Run 1, PDN straps and rails:
Scale bar: 50 um. Pins as bars on the die edge.
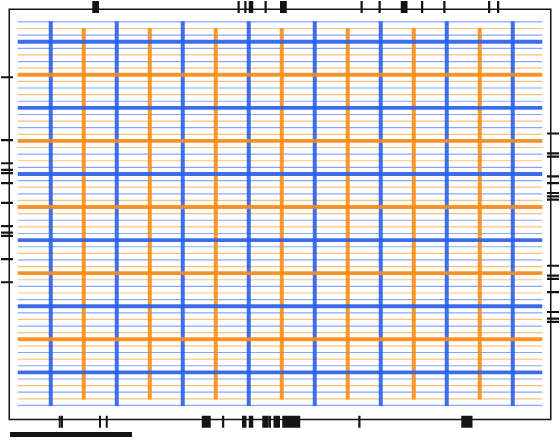
Run 1, cells colored by class:
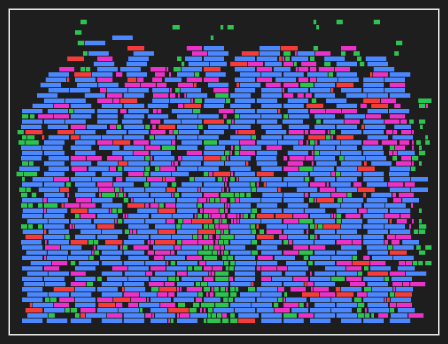
Run 1, clock distribution:
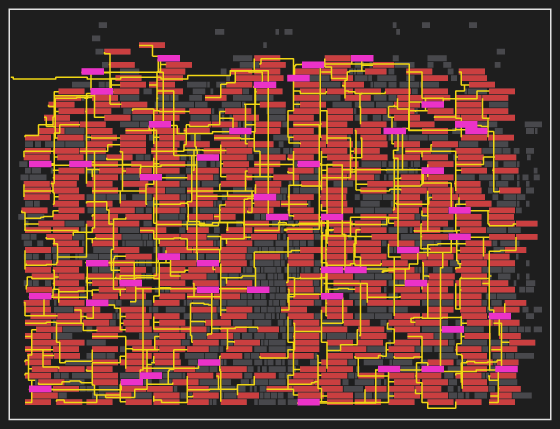
**src/rtl/sdpram_pkg.sv**
```systemverilog
// Shared types and limits for the simple-dual-port RAM with pipelined read.
package sdpram_pkg;

    typedef enum logic {
        READ_FIRST  = 1'b0,
        WRITE_FIRST = 1'b1
    } rdw_mode_e;

    localparam int unsigned RD_LAT_MAX = 4;

endpackage

```
**src/rtl/sdpram_pipe_if.sv**
```systemverilog
// Write/read port bundle of sdpram_pipe; master issues requests, slave is the RAM.
interface sdpram_pipe_if #(
    parameter int unsigned AW    = 4,
    parameter int unsigned WIDTH = 32,
    parameter int unsigned NB    = 4
);
    logic             wr_valid;
    logic [AW-1:0]    wr_addr;
    logic [NB-1:0]    wr_be;
    logic [WIDTH-1:0] wr_data;
    logic             rd_valid;
    logic [AW-1:0]    rd_addr;
    logic             rd_data_valid;
    logic [WIDTH-1:0] rd_data;

    modport master (
        output wr_valid, wr_addr, wr_be, wr_data, rd_valid, rd_addr,
        input  rd_data_valid, rd_data
    );

    modport slave (
        input  wr_valid, wr_addr, wr_be, wr_data, rd_valid, rd_addr,
        output rd_data_valid, rd_data
    );
endinterface

```
**src/rtl/sdpram_pipe_valid_pipe.sv**
```systemverilog
// Valid-tagged delay line; data only advances with its valid bit, STAGES=0 is a wire.
module valid_pipe #(
    parameter int unsigned WIDTH  = 32,
    parameter int unsigned STAGES = 0
) (
    input  logic             clk,
    input  logic             rst,
    input  logic             in_valid,
    input  logic [WIDTH-1:0] in_data,
    output logic             out_valid,
    output logic [WIDTH-1:0] out_data
);

    generate
        if (STAGES == 0) begin : g_pass
            logic unused_clk_rst;
            assign unused_clk_rst = clk ^ rst;
            assign out_valid      = in_valid;
            assign out_data       = in_data;
        end else begin : g_regs
            logic [STAGES-1:0] v;
            logic [WIDTH-1:0]  d [STAGES];

            always_ff @(posedge clk or posedge rst) begin
                if (rst) begin
                    v <= '0;
                    for (int unsigned i = 0; i < STAGES; i++) d[i] <= '0;
                end else begin
                    v[0] <= in_valid;
                    if (in_valid) d[0] <= in_data;
                    for (int unsigned i = 1; i < STAGES; i++) begin
                        v[i] <= v[i-1];
                        if (v[i-1]) d[i] <= d[i-1];
                    end
                end
            end

            assign out_valid = v[STAGES-1];
            assign out_data  = d[STAGES-1];
        end
    endgenerate

endmodule

```
**src/rtl/sdpram_pipe.sv**
```systemverilog
// Simple-dual-port RAM: byte-enable writes, 1..4 cycle valid-tagged reads,
// elaboration-time read-during-write policy.
module sdpram_pipe
    import sdpram_pkg::*;
#(
    parameter int unsigned DEPTH    = 16,
    parameter int unsigned WIDTH    = 32,
    parameter int unsigned BYTE_W   = 8,
    parameter int unsigned RD_LAT   = 1,
    parameter rdw_mode_e   RDW_MODE = READ_FIRST,
    parameter int unsigned DEPTH_L2 = $clog2(DEPTH),
    parameter int unsigned NB       = WIDTH / BYTE_W
) (
    input  logic          clk,
    input  logic          rst,
    sdpram_pipe_if.slave  bus
);

    generate
        if (RD_LAT < 1 || RD_LAT > RD_LAT_MAX) begin : g_bad_lat
            $error("sdpram_pipe: RD_LAT must be in 1..%0d", RD_LAT_MAX);
        end
        if (WIDTH % BYTE_W != 0) begin : g_bad_width
            $error("sdpram_pipe: WIDTH must be a multiple of BYTE_W");
        end
    endgenerate

    logic [WIDTH-1:0] mem [DEPTH];

    logic             wr_hit_c;
    logic             rd_hit_c;
    logic             collide_c;
    logic [WIDTH-1:0] old_word_c;
    logic [WIDTH-1:0] rd_word_c;

    logic             s0_valid;
    logic [WIDTH-1:0] s0_data;

    // Out-of-range addresses only exist when DEPTH is not a power of two.
    assign wr_hit_c  = bus.wr_valid && (32'(bus.wr_addr) < DEPTH);
    assign rd_hit_c  = 32'(bus.rd_addr) < DEPTH;
    assign collide_c = wr_hit_c && bus.rd_valid && (bus.wr_addr == bus.rd_addr);

    // Byte-lane write; array left unreset so it maps onto block RAM.
    always_ff @(posedge clk) begin
        if (wr_hit_c) begin
            for (int unsigned i = 0; i < NB; i++) begin
                if (bus.wr_be[i])
                    mem[bus.wr_addr][i*BYTE_W +: BYTE_W] <= bus.wr_data[i*BYTE_W +: BYTE_W];
            end
        end
    end

    // Collision merge ahead of the read register: WRITE_FIRST forwards enabled lanes.
    always_comb begin
        old_word_c = '0;
        if (rd_hit_c) old_word_c = mem[bus.rd_addr];
        rd_word_c = old_word_c;
        if (collide_c && (RDW_MODE == WRITE_FIRST)) begin
            for (int unsigned i = 0; i < NB; i++) begin
                if (bus.wr_be[i])
                    rd_word_c[i*BYTE_W +: BYTE_W] = bus.wr_data[i*BYTE_W +: BYTE_W];
            end
        end
    end

    always_ff @(posedge clk or posedge rst) begin
        if (rst) begin
            s0_valid <= 1'b0;
            s0_data  <= '0;
        end else begin
            s0_valid <= bus.rd_valid;
            if (bus.rd_valid) s0_data <= rd_word_c;
        end
    end

    valid_pipe #(
        .WIDTH  (WIDTH),
        .STAGES (RD_LAT - 1)
    ) u_pipe (
        .clk       (clk),
        .rst       (rst),
        .in_valid  (s0_valid),
        .in_data   (s0_data),
        .out_valid (bus.rd_data_valid),
        .out_data  (bus.rd_data)
    );

endmodule
```
**src/flat_wrapper.sv**
```systemverilog
// flat-port wrapper written by rule: the top's interface ports become plain ports
module sdpram_pipe_flat import sdpram_pkg::*;
#(
    parameter int unsigned DEPTH    = 16,
    parameter int unsigned WIDTH    = 32,
    parameter int unsigned BYTE_W   = 8,
    parameter int unsigned RD_LAT   = 1,
    parameter rdw_mode_e   RDW_MODE = READ_FIRST,
    parameter int unsigned DEPTH_L2 = $clog2(DEPTH),
    parameter int unsigned NB       = WIDTH / BYTE_W
)
  (clk, rst, bus_wr_valid, bus_wr_addr, bus_wr_be, bus_wr_data, bus_rd_valid, bus_rd_addr, bus_rd_data_valid, bus_rd_data);
  sdpram_pipe_if #(.WIDTH(WIDTH), .NB(NB)) bus_i ();
  input  logic clk;
  input  logic rst;
  input wire logic [$bits(bus_i.wr_valid)-1:0] bus_wr_valid;
  input wire logic [$bits(bus_i.wr_addr)-1:0] bus_wr_addr;
  input wire logic [$bits(bus_i.wr_be)-1:0] bus_wr_be;
  input wire logic [$bits(bus_i.wr_data)-1:0] bus_wr_data;
  input wire logic [$bits(bus_i.rd_valid)-1:0] bus_rd_valid;
  input wire logic [$bits(bus_i.rd_addr)-1:0] bus_rd_addr;
  output wire logic [$bits(bus_i.rd_data_valid)-1:0] bus_rd_data_valid;
  output wire logic [$bits(bus_i.rd_data)-1:0] bus_rd_data;
  assign bus_i.wr_valid = bus_wr_valid;
  assign bus_i.wr_addr = bus_wr_addr;
  assign bus_i.wr_be = bus_wr_be;
  assign bus_i.wr_data = bus_wr_data;
  assign bus_i.rd_valid = bus_rd_valid;
  assign bus_i.rd_addr = bus_rd_addr;
  assign bus_rd_data_valid = bus_i.rd_data_valid;
  assign bus_rd_data = bus_i.rd_data;
  sdpram_pipe #(.DEPTH(DEPTH), .WIDTH(WIDTH), .BYTE_W(BYTE_W), .RD_LAT(RD_LAT), .RDW_MODE(RDW_MODE), .DEPTH_L2(DEPTH_L2), .NB(NB)) u_core (.clk(clk), .rst(rst), .bus(bus_i));
endmodule
```
**config.mk**
```make
export PLATFORM = sky130hd
export DESIGN_NAME = sdpram_pipe_flat
export DESIGN_NICKNAME = d
export VERILOG_FILES = /design/src/rtl/sdpram_pkg.sv /design/src/rtl/sdpram_pipe_if.sv /design/src/rtl/sdpram_pipe_valid_pipe.sv /design/src/rtl/sdpram_pipe.sv /design/src/flat_wrapper.sv
export SDC_FILE = /design/constraint.sdc
export NUM_CORES = 1
export LEC_CHECK = 0
export CORE_ASPECT_RATIO = 0.75
export CORE_MARGIN = 3
export CORE_UTILIZATION = 60
export DETAILED_ROUTE_END_ITERATION = 8
export PLACE_DENSITY = 0.91
export SLEW_MARGIN = 20
export SYNTH_ARGS = -nofsm -noshare
export SYNTH_HDL_FRONTEND = slang
export SYNTH_SLANG_ARGS = --single-unit
```
**constraint.sdc**
```tcl
create_clock -name clk -period 1.5 [get_ports clk]
set_input_delay 0.375 -clock clk [delete_from_list [all_inputs] [get_ports clk]]
set_output_delay 0.375 -clock clk [all_outputs]
set_load 0.01 [all_outputs]
```
==> reports/qor.log, run 1 <==
INFO  final_layout   area_delta_synth_final=20.28%
INFO  routing        detail_route.iter0.violations=1,706
INFO  final_layout   filler_cell_count=1,692
INFO  synthesis      ys_types=24
INFO  grt            grt_start_max_net_pins=42
INFO  grt            grt_pass1_wl=82.80mm
INFO  timing         setup-violations-final=34
INFO  power_and_ir_drop p_comb_share=7.6%
INFO  synthesis      synth_simple_gate_area_share=2.363%
INFO  power_and_ir_drop p_clk_share=39.4%
INFO  routing        wl=56.17mm
INFO  final_layout   layout.area.top_class=flip-flops and latches
INFO  timing         fin_ws=-65.00ps
INFO  critical_path  critical_path.max_stage_delay=450ps
INFO  clock_tree     cts_tree=built
INFO  synthesis      flip_flops_with_a_built_in_enable=512
INFO  place          finalWeightedCongestion=0.8443
INFO  final_layout   final.signal_inverter_count=1
INFO  clock_tree     max-clock-path-buffers=3
INFO  power_and_ir_drop p_sw=6.907mW
INFO  job            tool_warnings=29
INFO  synthesis      synthMostInstantiatedCell=sky130_fd_sc_hd__edfxtp_1
INFO  critical_path  critical_path_depth=1
INFO  outcome        failed_checks=negative setup slack
INFO  critical_path  wp_buf_inv=1
INFO  routing        ant_nets=0
INFO  routing        drt-met1-wl=19.67mm
INFO  critical_path  critPathSlowestCell=sky130_fd_sc_hd__dfrtp_1
INFO  synthesis      avgSynthCellArea=22.15um^2
INFO  grt            grt_use_total=30.48%
INFO  routing        post_drt_via_cell_ratio=6.906
INFO  critical_path  worstPathArrival=1190ps
INFO  synthesis      top_cells_by_area_synth=sky130_fd_sc_hd__edfxtp_1 (73%), sky130_fd_sc_hd__mux4_2 (14%), sky130_fd_sc_hd__dfrtp_1 (3.9%)
INFO  clock_tree     cts_inserted_buffers=47
INFO  synthesis      synthMuxAreaShare=15.24%
INFO  outcome        outcome=complete, but fails checks
INFO  place          dp_hpwl=32.52mm
INFO  place          buffer_ports.inserted=80
INFO  routing        post_drt_wl_per_cell=33.06um
INFO  synthesis      post_synth_fa_ha_maj_area_fraction=0%
INFO  timing         setup_repair_after_global_routing_missed_its_margin=yes
INFO  final_layout   layout_top_cells_excl_fill_tap=sky130_fd_sc_hd__edfxtp_1 (512), sky130_fd_sc_hd__buf_4 (163), sky130_fd_sc_hd__mux4_2 (128), sky130_fd_sc_hd__nor2_1 (86), sky130_fd_sc_hd__clkbuf_16 (49)
INFO  synthesis      synth-compound-area-share=3.476%
INFO  synthesis      ys_seq_share=77.08%
INFO  grt            grt-busiest-layer=met2
About 'PDN straps and rails':
- VDD: orange
- VSS: blue
- met4 straps: 15
- met1 rails: 59
Die Y-Extent: 168.1 um
Chip Width: 222.1 um
Peak supply drop: 1177 uV

About 'cells colored by class':
- registers: blue (cells 545; share of their area 66%)
- remaining buffers and delay cells: green (cells 267; share of their area 9.8%)
- clock drivers and dummy loads: red (cells 87; share of their area 6.4%)
- remaining logic cells: magenta (cells 350; share of their area 18%)
area of the core: 0.03404 mm^2
post-layout utilization of the core: 74.28%
Seq/total area: 64.08%
Non-Filler Cell Area, Final: 0.02528 mm^2

About 'clock distribution':
- clock-net drivers: magenta (count 47)
- flip-flops: red (count 545)
- clock wires: yellow (length 5,920 um)
- routed clock nets: 48
Layout Skew: 24.94 ps
clock latency on the worst-skew pair: 580 ps

-- run 1: power groups by stage --
stage	combinational, mW	clock, mW	sequential, mW
final	2.44	12.7	17.1
after global routing	2.55	13.3	17.1
after CTS	2.34	12.8	17.0
after detailed placement	2.30	0	17.4
after global placement	2.20	0	17.3
after floorplan	1.08	0	17.4
-- run 1: state kept, by name, indices dropped and copies added, names as in the netlist --
name,flops
u_core.mem,512
u_core.s0_data,32
u_core.s0_valid,1
-- run 1: cell families (layout without fill, tap and decap cells) --
group | Yosys count | after routing
AND-OR/OR-AND | 64 | 64
flip-flops | 545 | 545
AND/OR/NAND/NOR | 125 | 125
multiplexers | 160 | 160
buffers and inverters | 55 | 355
-- run 1: timing repair --
action | in CTS | in global routing
hold buffers | 0 | 0
buffers inserted | 9 | 7
setup endpoints to repair | 482 | 114
resized | 154 | 16
==> run 2, diff against run 1 <==
--- a/config.mk
+++ b/config.mk
@@ -5,11 +5,13 @@
 export SDC_FILE = /design/constraint.sdc
 export NUM_CORES = 1
 export LEC_CHECK = 0
+export ABC_AREA = 1
 export CORE_ASPECT_RATIO = 0.75
 export CORE_MARGIN = 3
-export CORE_UTILIZATION = 60
+export CORE_UTILIZATION = 61
 export DETAILED_ROUTE_END_ITERATION = 8
-export PLACE_DENSITY = 0.91
+export PLACE_DENSITY = 0.92
+export REMOVE_ABC_BUFFERS = 1
 export SLEW_MARGIN = 20
 export SYNTH_ARGS = -nofsm -noshare
 export SYNTH_HDL_FRONTEND = slang
Run 2, metal layers overlaid:
Scale bar: 50 um.
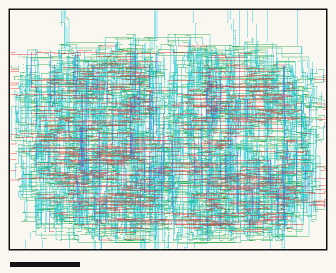
- M2: cyan (wire length 29.3 mm)
- M4: blue (wire length 2,480 um)
- M3: red (wire length 9,460 um)
- M1: green (wire length 21.2 mm)
routed length per placed instance: 23.91 um
Post-Route WL: 62.45 mm

Run 2, congestion heat map:
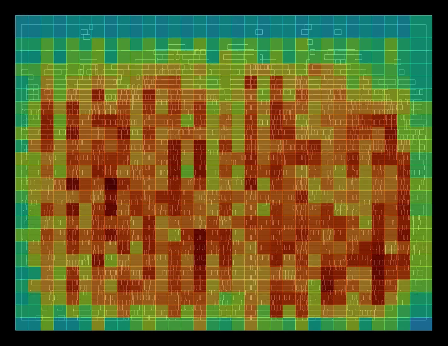
met1 track demand over resource: 42.95%
post-layout utilization of the core: 74.35%
global-route usage over all layers: 32.54%
met3 Usage GRT: 8.714%

==> reports/qor.log, run 2 <==
INFO  synthesis      avgSynthCellArea=11.53um^2
INFO  synthesis      synthMuxAreaShare=0%
INFO  place          dp_hpwl=38.30mm
INFO  synthesis      synthMostInstantiatedCell=sky130_fd_sc_hd__nand2_1
INFO  routing        post_drt_via_cell_ratio=6.364
INFO  clock_tree     cts.repair.resized=138
INFO  synthesis      synth-compound-area-share=0%
INFO  power_and_ir_drop power.sequential.total=17.0mW
INFO  place          placement.cell_area=0.02452mm^2
INFO  hold_path      hold_crit_path_type=in2async
INFO  outcome        failed_checks=negative setup slack
INFO  critical_path  wp_buf_inv=1
INFO  synthesis      flip_flops_with_a_built_in_enable=512
INFO  final_layout   filler_cell_count=1,955
INFO  synthesis      syn-cell-area=0.02210mm^2
INFO  power_and_ir_drop lkg_pwr=10.23nW
INFO  grt            grt-busiest-layer=met2
INFO  clock_tree     cts_hold_buf=0
INFO  power_and_ir_drop p_sw=7.369mW
INFO  floorplanning  chipWidth=225.8um
INFO  power_and_ir_drop top_power_group=sequential cells
INFO  floorplanning  placeableCoreArea=0.03521mm^2
INFO  final_layout   regMostFlops=u_core.mem
INFO  grt            grt_pass1_wl=93.47mm
INFO  grt            grt_start_max_net_pins=73
INFO  timing         setup_repair_after_global_routing_missed_its_margin=yes
INFO  power_and_ir_drop p_clk_share=39.9%
INFO  final_layout   postLayoutCellArea=0.02618mm^2
INFO  job            tool_warnings=27
INFO  synthesis      ys_types=13
INFO  clock_tree     clock_latency_on_the_worst_skew_pair=580ps
INFO  routing        drt-met1-wl=21.23mm
INFO  routing        met2_wirelength=29.27mm
INFO  outcome        outcome=complete, but fails checks
INFO  synthesis      ys_seq_share=73.29%
INFO  synthesis      synth_simple_gate_area_share=23.30%
INFO  place          buffer_ports.inserted=80
INFO  power_and_ir_drop vdd_drop_max=892.0uV
INFO  floorplanning  die_height=170.9um
INFO  critical_path  critical_path.max_stage_delay=410ps
INFO  place          finalWeightedCongestion=0.9672
INFO  final_layout   layout_top_cells_excl_fill_tap=sky130_fd_sc_hd__nand2_1 (787), sky130_fd_sc_hd__edfxtp_1 (512), sky130_fd_sc_hd__nand3_1 (384), sky130_fd_sc_hd__buf_4 (152), sky130_fd_sc_hd__nor2_1 (63)
INFO  power_and_ir_drop p_comb_share=8.3%
INFO  final_layout   reg_top3=u_core.mem (512), u_core.s0_data (32), u_core.s0_valid (1)
INFO  clock_tree     cts_tree=built
INFO  synthesis      top_cells_by_area_synth=sky130_fd_sc_hd__edfxtp_1 (70%), sky130_fd_sc_hd__nand2_1 (13%), sky130_fd_sc_hd__nand3_1 (8.7%)
INFO  timing         fin_ws=-21.23ps
INFO  final_layout   area_delta_synth_final=18.44%
INFO  routing        ant_nets=0
INFO  routing        detail_route.iter0.violations=3,488
INFO  synthesis      post_synth_fa_ha_maj_area_fraction=0%
INFO  synthesis      yosysCellCount=1,917
INFO  clock_tree     cts_inserted_buffers=49
INFO  timing         setup-violations-final=2
INFO  critical_path  worstPathArrival=1150ps
Run 2, clock distribution:
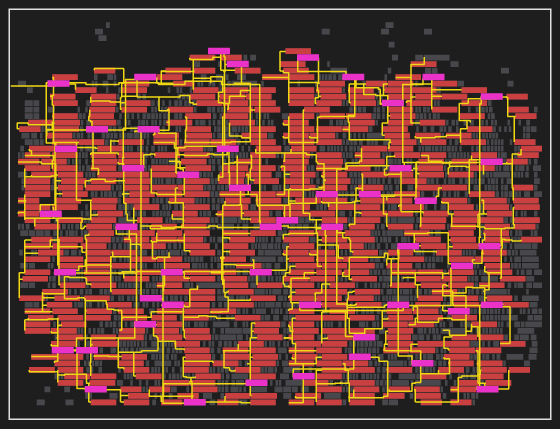
- flip-flops: red (count 545)
- clock wires: yellow (length 5,740 um)
- clock-net drivers: magenta (count 49)
- flops lie: all over the die
power dissipated in the clock network: 13.1 mW
Layout Skew: 14.09 ps

==> run 2: cell types whose count changed after synthesis, sizes merged <==
cell,before,now
nand3,6,384
buf,35,97
mux4,128,0
a221oi,32,0
nand2b,1,0
or2,1,0
nand2,13,790
nand4,1,0
and2,1,0
nor2,98,70
nor2b,4,0
inv,1,12
mux2i,32,0
o22ai,32,0
==> run 2: layout make-up <==
cell class	instances	share of cell area, %
timing repair buffer	266	9.553
sequential	545	61.88
inverter	12	0.2007
clock inverter	25	1.247
tap	457	2.184
multi-input combinational	1244	19.82
clock buffer	63	5.113
==> run 2: cells by family after synthesis <==
group | after synthesis
and+or+nand+nor | 1244
DFF | 545
buffers and inverters | 128
Power is estimated from default activity; no workload was simulated.
